Fig. 1: run 1, sequential cells colored by netlist name
(4 px per µm) Other sequential cells in the stronger gray, the rest of the logic in the fainter gray.
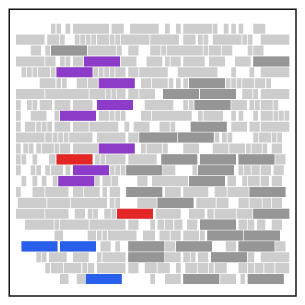
Fig. 2: run 1, signal wires on met3
(4 px per µm)
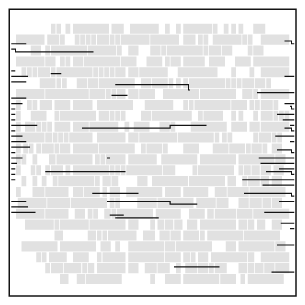
Fig. 3: run 1, clock wires, drivers and flops
(4 px per µm)
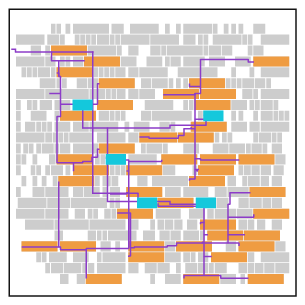
--- src/rtl/dmem_arbiter_pkg.sv ---
// Shared encodings for the data-memory arbiter: FSM states and requester ids.
package dmem_arbiter_pkg;

  typedef enum logic [1:0] {
    ST_IDLE   = 2'd0,
    ST_ACCESS = 2'd1,
    ST_CLEAR  = 2'd2
  } state_e;

  localparam logic PORT_C = 1'b0;
  localparam logic PORT_D = 1'b1;

endpackage

--- src/rtl/rr_arb2.sv ---
// Two-way round-robin arbiter: a lone request wins outright, a conflict goes
// to the port that was not granted most recently.
module rr_arb2
  import dmem_arbiter_pkg::*;
(
  input  logic       clk,
  input  logic       rst,
  input  logic [1:0] req,
  input  logic       advance,
  output logic [1:0] gnt
);

  logic last_q, last_d;

  // Pick the winner and remember who got the grant when it is actually taken.
  always_comb begin
    gnt    = req;
    last_d = last_q;
    if (req == 2'b11) gnt = (last_q == PORT_D) ? 2'b01 : 2'b10;
    if (advance && (|req)) last_d = gnt[1];
  end

  // Pointer starts at d so the CPU wins the first conflict.
  always_ff @(posedge clk or negedge rst) begin
    if (!rst) last_q <= PORT_D;
    else      last_q <= last_d;
  end

endmodule

--- src/rtl/dmem_arbiter.sv ---
// Shares one single-port data memory between the CPU port (c) and a debug/DMA
// port (d). Registered command stage, registered read return, plus a clear
// engine that zero-fills every word one per clock.
module dmem_arbiter
  import dmem_arbiter_pkg::*;
#(
  parameter int AW    = 8,
  parameter int DW    = 8,
  parameter int DEPTH = 8
) (
  input  logic          clk,
  input  logic          rst,
  input  logic          clr_start,
  output logic          clr_busy,
  input  logic          c_req,
  input  logic          c_we,
  input  logic [AW-1:0] c_addr,
  input  logic [DW-1:0] c_wdata,
  output logic          c_gnt,
  output logic          c_rvalid,
  output logic [DW-1:0] c_rdata,
  input  logic          d_req,
  input  logic          d_we,
  input  logic [AW-1:0] d_addr,
  input  logic [DW-1:0] d_wdata,
  output logic          d_gnt,
  output logic          d_rvalid,
  output logic [DW-1:0] d_rdata,
  output logic          mem_we,
  output logic [AW-1:0] mem_a,
  output logic [DW-1:0] mem_wd,
  input  logic [DW-1:0] mem_rd
);

  localparam int            CW      = (DEPTH > 1) ? $clog2(DEPTH) : 1;
  localparam logic [AW-1:0] DEPTH_A = AW'(DEPTH);
  localparam logic [CW-1:0] CLR_END = CW'(DEPTH - 1);

  state_e        state_q, state_d;
  logic          cmd_we_q, cmd_we_d;
  logic          cmd_port_q, cmd_port_d;
  logic [AW-1:0] cmd_addr_q, cmd_addr_d;
  logic [DW-1:0] cmd_wdata_q, cmd_wdata_d;
  logic [CW-1:0] clr_cnt_q, clr_cnt_d;
  logic          c_rvalid_q, c_rvalid_d, d_rvalid_q, d_rvalid_d;
  logic [DW-1:0] c_rdata_q, c_rdata_d, d_rdata_q, d_rdata_d;

  logic          grant_ok, cmd_in_range;
  logic [1:0]    arb_gnt, gnt;
  logic [DW-1:0] rd_val;

  // Grants are suppressed in reset, while clearing and when a clear is requested.
  assign grant_ok     = rst && (state_q != ST_CLEAR) && !clr_start;
  assign gnt          = arb_gnt & {2{grant_ok}};
  assign c_gnt        = gnt[0];
  assign d_gnt        = gnt[1];
  assign cmd_in_range = cmd_addr_q < DEPTH_A;
  assign rd_val       = cmd_in_range ? mem_rd : '0;
  assign clr_busy     = (state_q == ST_CLEAR);
  assign c_rvalid     = c_rvalid_q;
  assign c_rdata      = c_rdata_q;
  assign d_rvalid     = d_rvalid_q;
  assign d_rdata      = d_rdata_q;

  rr_arb2 u_arb (
    .clk     (clk),
    .rst     (rst),
    .req     ({d_req, c_req}),
    .advance (grant_ok),
    .gnt     (arb_gnt)
  );

  // Next state, command latch, clear counter and memory-side drive.
  always_comb begin
    state_d     = state_q;
    cmd_we_d    = cmd_we_q;
    cmd_port_d  = cmd_port_q;
    cmd_addr_d  = cmd_addr_q;
    cmd_wdata_d = cmd_wdata_q;
    clr_cnt_d   = clr_cnt_q;
    mem_we      = 1'b0;
    mem_a       = '0;
    mem_wd      = '0;
    case (state_q)
      ST_ACCESS: begin
        mem_we = cmd_we_q && cmd_in_range;
        mem_a  = cmd_addr_q;
        mem_wd = cmd_wdata_q;
      end
      ST_CLEAR: begin
        mem_we = 1'b1;
        mem_a  = AW'(clr_cnt_q);
        if (clr_cnt_q == CLR_END) begin
          state_d   = ST_IDLE;
          clr_cnt_d = '0;
        end else begin
          clr_cnt_d = clr_cnt_q + 1'b1;
        end
      end
      default: ;
    endcase
    // Outside CLEAR a clear request beats any pending command.
    if (state_q != ST_CLEAR) begin
      if (clr_start) begin
        state_d   = ST_CLEAR;
        clr_cnt_d = '0;
      end else if (|gnt) begin
        state_d     = ST_ACCESS;
        cmd_port_d  = gnt[1];
        cmd_we_d    = gnt[1] ? d_we    : c_we;
        cmd_addr_d  = gnt[1] ? d_addr  : c_addr;
        cmd_wdata_d = gnt[1] ? d_wdata : c_wdata;
      end else begin
        state_d = ST_IDLE;
      end
    end
  end

  // Read return: capture memory data at the end of a read ACCESS cycle.
  always_comb begin
    c_rvalid_d = 1'b0;
    d_rvalid_d = 1'b0;
    c_rdata_d  = c_rdata_q;
    d_rdata_d  = d_rdata_q;
    if (state_q == ST_ACCESS && !cmd_we_q) begin
      if (cmd_port_q == PORT_D) begin
        d_rvalid_d = 1'b1;
        d_rdata_d  = rd_val;
      end else begin
        c_rvalid_d = 1'b1;
        c_rdata_d  = rd_val;
      end
    end
  end

  // State, command and return registers.
  always_ff @(posedge clk or negedge rst) begin
    if (!rst) begin
      state_q     <= ST_IDLE;
      cmd_we_q    <= 1'b0;
      cmd_port_q  <= PORT_C;
      cmd_addr_q  <= '0;
      cmd_wdata_q <= '0;
      clr_cnt_q   <= '0;
      c_rvalid_q  <= 1'b0;
      d_rvalid_q  <= 1'b0;
      c_rdata_q   <= '0;
      d_rdata_q   <= '0;
    end else begin
      state_q     <= state_d;
      cmd_we_q    <= cmd_we_d;
      cmd_port_q  <= cmd_port_d;
      cmd_addr_q  <= cmd_addr_d;
      cmd_wdata_q <= cmd_wdata_d;
      clr_cnt_q   <= clr_cnt_d;
      c_rvalid_q  <= c_rvalid_d;
      d_rvalid_q  <= d_rvalid_d;
      c_rdata_q   <= c_rdata_d;
      d_rdata_q   <= d_rdata_d;
    end
  end

endmodule

--- config.mk ---
export PLATFORM = sky130hd
export DESIGN_NAME = dmem_arbiter
export DESIGN_NICKNAME = d
export VERILOG_FILES = /design/src/rtl/dmem_arbiter_pkg.sv /design/src/rtl/rr_arb2.sv /design/src/rtl/dmem_arbiter.sv
export SDC_FILE = /design/constraint.sdc
export NUM_CORES = 1
export LEC_CHECK = 0
export ABC_AREA = 1
export CORE_MARGIN = 1
export CORE_UTILIZATION = 45
export CTS_CLUSTER_DIAMETER = 50
export CTS_CLUSTER_SIZE = 24
export DETAILED_ROUTE_END_ITERATION = 6
export DONT_BUFFER_PORTS = 1
export SKIP_LAST_GASP = 1
export SYNTH_ARGS = -nofsm -noshare
export SYNTH_HDL_FRONTEND = slang
export SYNTH_SLANG_ARGS = --single-unit
--- constraint.sdc ---
create_clock -name clk -period 1.6 [get_ports clk]
set_clock_uncertainty 0.15 [all_clocks]
set_input_delay 0.32 -clock clk [delete_from_list [all_inputs] [get_ports clk]]
set_output_delay 0.32 -clock clk [all_outputs]
set_load 0.1 [all_outputs]
==> run notes, run 1 <==
The implementation run finished. The flow ran to the end, but the final reports show violations. The final reports fail on DRC, setup timing. Number of logic stages on the critical path including buffering landed at 7.

The top cell type in the final layout, fill and taps aside, is nand2_1. Number of buffers added to fix hold violations after cts landed at 2. Simple-gate area share of the yosys netlist landed at 24.3%. Summed over all failing endpoints, the final setup total negative slack is -10.54 ns. Critical path arrival landed at 1.58 ns. The synthesis run shows multiplexers occupying 0% of the cell area. The floorplan step records an initial core utilization of 48.4%.

Count of clock tree sinks landed at 42. The first global-routing pass estimated about 9 mm of wire. After global routing, the most crowded layer is met2. Top-level port count landed at 85. In this run the remaining antenna-violating nets after routing total 0.

Cell area after synthesis landed at 2160 µm². Worst hold slack landed at 0.0178 ns. STA on the placed design reports a worst setup slack of -0.138 ns.

0 antenna diodes ended up in the layout. Yosys mapped the design onto 20 distinct sky130hd cell types. The cell sequence reported for the critical path is inv_2, ha_4, buf_12, buf_12, nand2_4, clkinvlp_4, buf_12. Looking at the max-slew report, the worst-margin pin has a slew of 0.318 ns.

Tap cell count landed at about 52. Setup repair after global routing could not meet its margin everywhere. The worst setup path is of the reg2out kind.

Maximum fanout along the worst path landed at 7. TritonCTS built the clock tree. The number of antenna violations at the first check in global routing is 0.

Number of buffers on the longest clock path landed at 2. Met2 usage in global routing landed at approximately two fifths. The final power report lists total power as approximately 7.6 mW. The first detailed-routing pass took 6 iterations.

Proportion of cell area occupied by multi-input gates landed at approximately 32%. Placed instance count landed at 388. The routed design could run at a clock period as short as ~2.0 ns. Per the detail_route report, the via count comes to 2047. Peak supply drop landed at 1.52 mV. The worst setup path is launched from a flip-flop. Maximum clock rate landed at ~490 MHz. Total number of warnings across the stage logs landed at 30. Per the layout report, the design carries 258 filler cells. Via count of the first global-routing pass landed at 1918. Met3 wire length landed at about 340 µm. Looking at the critical path, the single cell with the biggest stage delay is dfrtp_1.

In the final layout, the share of cells above drive strength 1 is 47.4%. In the layout the commonest cells are nand2_1, dfrtp_1, inv_1. The core region is 4470 µm². Synthesized-area fraction occupied by xor and xnor cells landed at 0%. The final max-slew violation count recorded for this run is 0. Vertical die size landed at 71.3 µm.

Detailed-placement wirelength estimate landed at approximately 3.5 mm. The finished layout reports a core utilization of slightly above 80%. Number of buffers created by CTS landed at 5. Routed length on met2 landed at 3.01 mm. Post-synth net total landed at between 300 and 400. Summed over all layers, the routed wires come to 6.00 mm.

Delay of the slowest cell on the worst path landed at 0.42 ns. Final routed DRC violation total landed at 6. Register-to-register setup slack landed at -0.09 ns. Entering global routing, the biggest net connects roughly 43 pins. In this run the full chip footprint comes out at 5090 µm². The layout report lists the multi-input gate area as 1200 µm². For the worst-skew pair, the clock arrives at the later sink with an insertion delay of approximately 0.3 ns.

Non-clock buffering overhead in the final layout landed at 27.2%. The final hold violation count recorded for this run is 0. In the per-layer summary, the met1 wirelength comes to between 2 and 3 mm. In this design, the critical path's most frequently occurring cell is buf_12. Mean instance size in the synthesized netlist landed at 7.41 µm². The layout has 73 buffers outside the clock class. The tree is rooted in a clkbuf_8. Yosys printed 0 warnings. Dividing the final minimum period by the clock period gives 128%. Global routing consumed, on the met3 layer, 5.06% of the routing resources. For this run, the final setup violation count is recorded as 56. The worst hold path was traced through 2 stages. Once routing completed, OpenROAD measured the worst setup slack at -0.446 ns.

Logic depth of the worst register-to-register path landed at 9. Number of I/O port buffers landed at 0. The cell family contributing the most delay on the critical path is buffers and inverters.
## Picture notes: Fig. 1
`clr_cnt_q` -> blue  # flops 3
`cmd_addr_q` -> purple  # flops 8
`state_q` -> red  # flops 2
not colored = 29

## Picture notes: Fig. 2
nets with wire on the layer = 56
longest straight run = 21.8 µm
wire length on this layer = 337 µm

## Picture notes: Fig. 3
cells driving clock nets -> cyan  # count 5
flip-flops -> orange  # count 42
clock wires -> purple  # length 538 µm
routed clock nets = 6
flops lie = all over the die

run 1: power breakdown:
| group | switching [mW] | internal [mW] | leakage [nW] |
|---|---|---|---|
| logic | 3.26 | 1.59 | 1.35 |
| registers | 0.363 | 1.52 | 0.536 |
| clock network | 0.378 | 0.466 | 0.0514 |
run 1: worst paths after layout:
kind,from,to
worst max-delay path,state_q[1],mem_wd[7]
worst min-delay path,mem_rd[0],d_rdata[0]
worst max register to register,state_q[0],cmd_addr_q[0]
worst min register to register,cmd_addr_q[0],cmd_addr_q[0]
max in group asynchronous,rst,u_arb.last_q
min in group asynchronous,rst,c_rdata[7]
run 1: cell usage after synthesis, drive strengths merged:
cell type	instances
nand2	124
inv	59
dfrtp	41
a21oi	23
o21ai	19
buf	9
nor2	7
ha	4
nand3	3
a22o	1
clkbuf	1
dfstp	1
Fig. 4: run 1, routing congestion
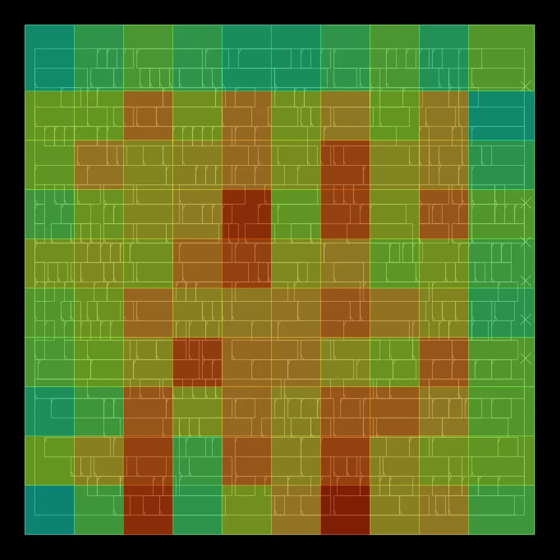

==> run 1 -> run 2 <==
CAP_MARGIN = 20   (was unset)
SLEW_MARGIN = 25   (was unset)
TNS_END_PERCENT = 30   (was unset)
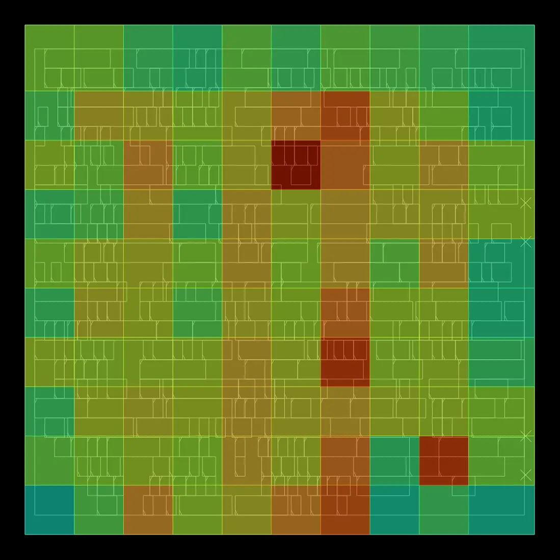
Fig. 5. Routing congestion (run 2).
final cell utilization of the core: 72.0%
global-route total usage across every layer: 20.4%
global-route met1 utilization: 25.3%

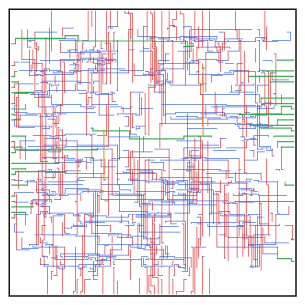
Fig. 6. Wiring by layer (run 2).
(4 px per µm)
met1 -> blue  # wire length 2110 µm
met2 -> red  # wire length 2470 µm
met4 -> orange  # wire length 40.8 µm
met3 -> green  # wire length 287 µm

==> run 2 against run 1 <==
Net effect: the run still ends with DRC, setup timing left; non-clock buffer count down 10; worst hold slack improved by 0.0084 ns; via count is 6.6% lower; final area down 13%; clock power shrank 7.7%; power fell by 9.7%; synthesized cell count is the same; synthesized area stayed put; combinational power is 12% lower; global-route usage decreased by 3.1 points; worst setup slack better by 0.062 ns; largest cell class is now flip-flops and latches.
==> run notes, run 2 <==
The implementation run finished. Post-route met1 wirelength landed at 2.11 mm (-19%). For this design, the slowest cell found on the critical path is dfrtp_1. Fraction of layout cells with a size suffix above 1 landed at 32.6% (-15 points). The routed length on met2 is 2.47 mm (-18%).

Worst hold slack landed at 0.0263 ns (+0.00843 ns). Setup repair after global routing could not meet its margin everywhere. The number of filler instances in the final layout is 363 (+41%). The number of buffers on the longest clock path came to 2 (unchanged). The most critical setup path has its startpoint at state_q[0].

The post-place setup slack is -0.190 ns (-0.0525 ns). Design internal power landed at 3.24 mW (-9.4%). The time the worst path needs with I/O delays and setup came to 1.98 ns (-0.0617 ns). Critical path arrival landed at 1.51 ns (-0.07 ns). The cell sitting at the root of the clock tree is a clkbuf_8. The combinational share of power came to 62.2% (-1.8 points). Violation tally from detailed-route iteration zero landed at 89. Per the timing report, the most critical flop-to-flop path originates at state_q[1].

The post-synth net total came to 343 (unchanged). Placed instance count landed at 391 (+0.77%). The mean instance size in the synthesized netlist came to 7.41 µm² (unchanged). The vertical die size was 71.3 µm (unchanged). Per STA, the library cell used most along the worst path is buf_12. Largest net degree at the start of global routing landed at 43 (unchanged).

Delay of the slowest cell on the worst path landed at 0.39 ns (-0.03 ns). Warning count from the yosys run landed at 0 (unchanged). Number of core rows landed at 24. The met3 wire length is 286 µm (-15%). The checks that failed: DRC, setup timing. The final routed DRC violation total was 4 (-2). The detailed-placement wirelength estimate came to 3.45 mm (-0.73%). The max-slew violation count came to 0 (unchanged). Of all power groups, the one with the highest power is combinational cells.

Post-layout period usage of the worst path landed at 124% (-3.9 points). Actual transition at the worst max-transition pin landed at 0.366 ns (+0.0475 ns). Count of library flops with an enable pin landed at 0 (unchanged). Total number of warnings across the stage logs landed at 30 (unchanged). Cell count in the Yosys report landed at 292. In this run the most used layer during global routing was met2.

Fraction of the core area occupied by cells at floorplan landed at 48.4% (unchanged). The source-to-sink clock delay at the later pin of the worst-skew pair is 0.28 ns (-0.02 ns). Core area landed at 4470 µm² (unchanged). The maximum fanout along the worst path is 14 (+7). TritonCTS built the clock tree.

The synthesis run identifies the leading combinational cell family as simple AND/OR/NAND/NOR gates. Post-layout total power landed at 6.84 mW (-9.7%). Count of unique library cells instantiated by Yosys landed at 20 (unchanged). The antenna diode instance count came to 0 (unchanged). The worst setup path is launched from a flip-flop. The power attributed to sequential cells is 1.80 mW (-4%).

Maximum clock rate landed at 504 MHz (+3.1%). Sequential group share of total power landed at 26.4% (+1.6 points). The final setup slack of the worst path came to -0.384 ns (+0.0617 ns).

Final hold violation count landed at 0 (unchanged). The number of I/O port buffers is 0 (unchanged). The peak supply drop was 0.939 mV (-38%).

Antenna violation net count after detailed routing landed at 0 (unchanged). The count of clock tree sinks is 42 (unchanged). The switching portion of total power is 52.6% (-0.19 points). Number of antenna violations at the first check in global routing landed at 0 (unchanged).

The simple-gate area share of the yosys netlist was 24.3% (unchanged). The commonest cells after synthesis are nand2_1, inv_1, dfrtp_1. Async set-or-reset flop fraction in the synthesized netlist landed at 100% (unchanged). Per the cell usage report, the commonest logic cell in the layout is nand2_1. The worst setup path is of the reg2out kind. The synthesized-area fraction occupied by xor and xnor cells is 0% (unchanged). Total net switching power landed at 3.60 mW (-10%). Multiplexer area fraction after synthesis landed at 0% (unchanged). For this run, the leading register cell type out of synthesis is dfrtp_1.

The total negative setup slack is -9.40 ns (+1.14 ns). Total combinational power landed at 4.26 mW (-12%). The detailed-route via count came to 1912 (-6.6%). The detailed-routing iteration count for the pre-antenna-repair pass was 6 (unchanged). The worst setup path is captured at a primary output. The cell area after synthesis is 2160 µm² (unchanged).

Wire length of the first global-routing pass landed at 8.05 mm (-12%). The run finished, with violations left. The top cell types in the final layout, fill and taps aside, are nand2_1, inv_1, dfrtp_1.

The overall die area is 5090 µm² (unchanged). In the synthesis report, Yosys lists the chip area as 2160 µm². The timing report notes that buffer and inverter cells on the critical path total 4. The worst hold path begins at clr_start.

The synthesized design contains around 42 register bits. Top-level port count landed at 85 (unchanged). The met3 capacity usage during global routing is 5.63% (+0.56 points). Cell resize tally after clock tree synthesis landed at 23. In the CTS report, the clock slew at the register clock pins of the worst setup and hold paths is listed as 0.08 ns. Clock share of power landed at 11.4% (+0.3 points).

The number of buffers created by CTS was 5 (unchanged). Via count of the first global-routing pass landed at 1806 (-5.8%). Per STA, the worst path is made up of buf_4, ha_4, buf_12, nand2_2, clkinvlp_4, buf_12. The number of buffers added to fix hold violations after cts was 2 (unchanged). The met2 usage in global routing is 34.9% (-4.8 points). nand2_1 is the most common cell in the netlist.

Grouping stages by cell kind, the critical path spends the most delay in buffers and inverters. Final wirelength landed at 4.90 mm (-18%). The reported clock group power came to 779 µW (-7.7%). The final number of setup-violating endpoints was 53 (-5.4%).
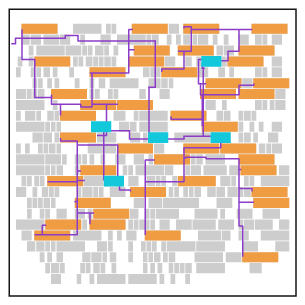
Fig. 7. Clock wires, drivers and flops (run 2).
(4 px per µm)
flip-flops -> orange  # count 42
clock wires -> purple  # length 502 µm
cells driving clock nets -> cyan  # count 5
flops lie = all over the die
routed clock nets = 6

[run 2: cell counts after synthesis]
Identical to the previous run, type by type.
[run 2: final timing paths]
path | endpoint | slack, ns | cells past startpoint
max | mem_wd[6] | -0.38 | 6
min | state_q[1] | 0.03 | 2
max reg2reg | c_rdata[2] | -0.09 | 7
min reg2reg | cmd_wdata_q[0] | 0.33 | 2
max in group asynchronous | u_arb.last_q | 0.70 | 2
min in group asynchronous | clr_cnt_q[1] | 0.34 | 2
[run 2: area by class of cell]
class | instances | area [µm²] | share of cell area, %
flip-flops and latches | 42 | 1050 | 32.7
well taps | 52 | 65.1 | 2.02
inverters | 59 | 265 | 8.24
repair buffers | 63 | 771 | 23.9
multi-input cells | 181 | 956 | 29.7
clock buffers | 8 | 110 | 3.42
Power and IR drop assume default switching activity.
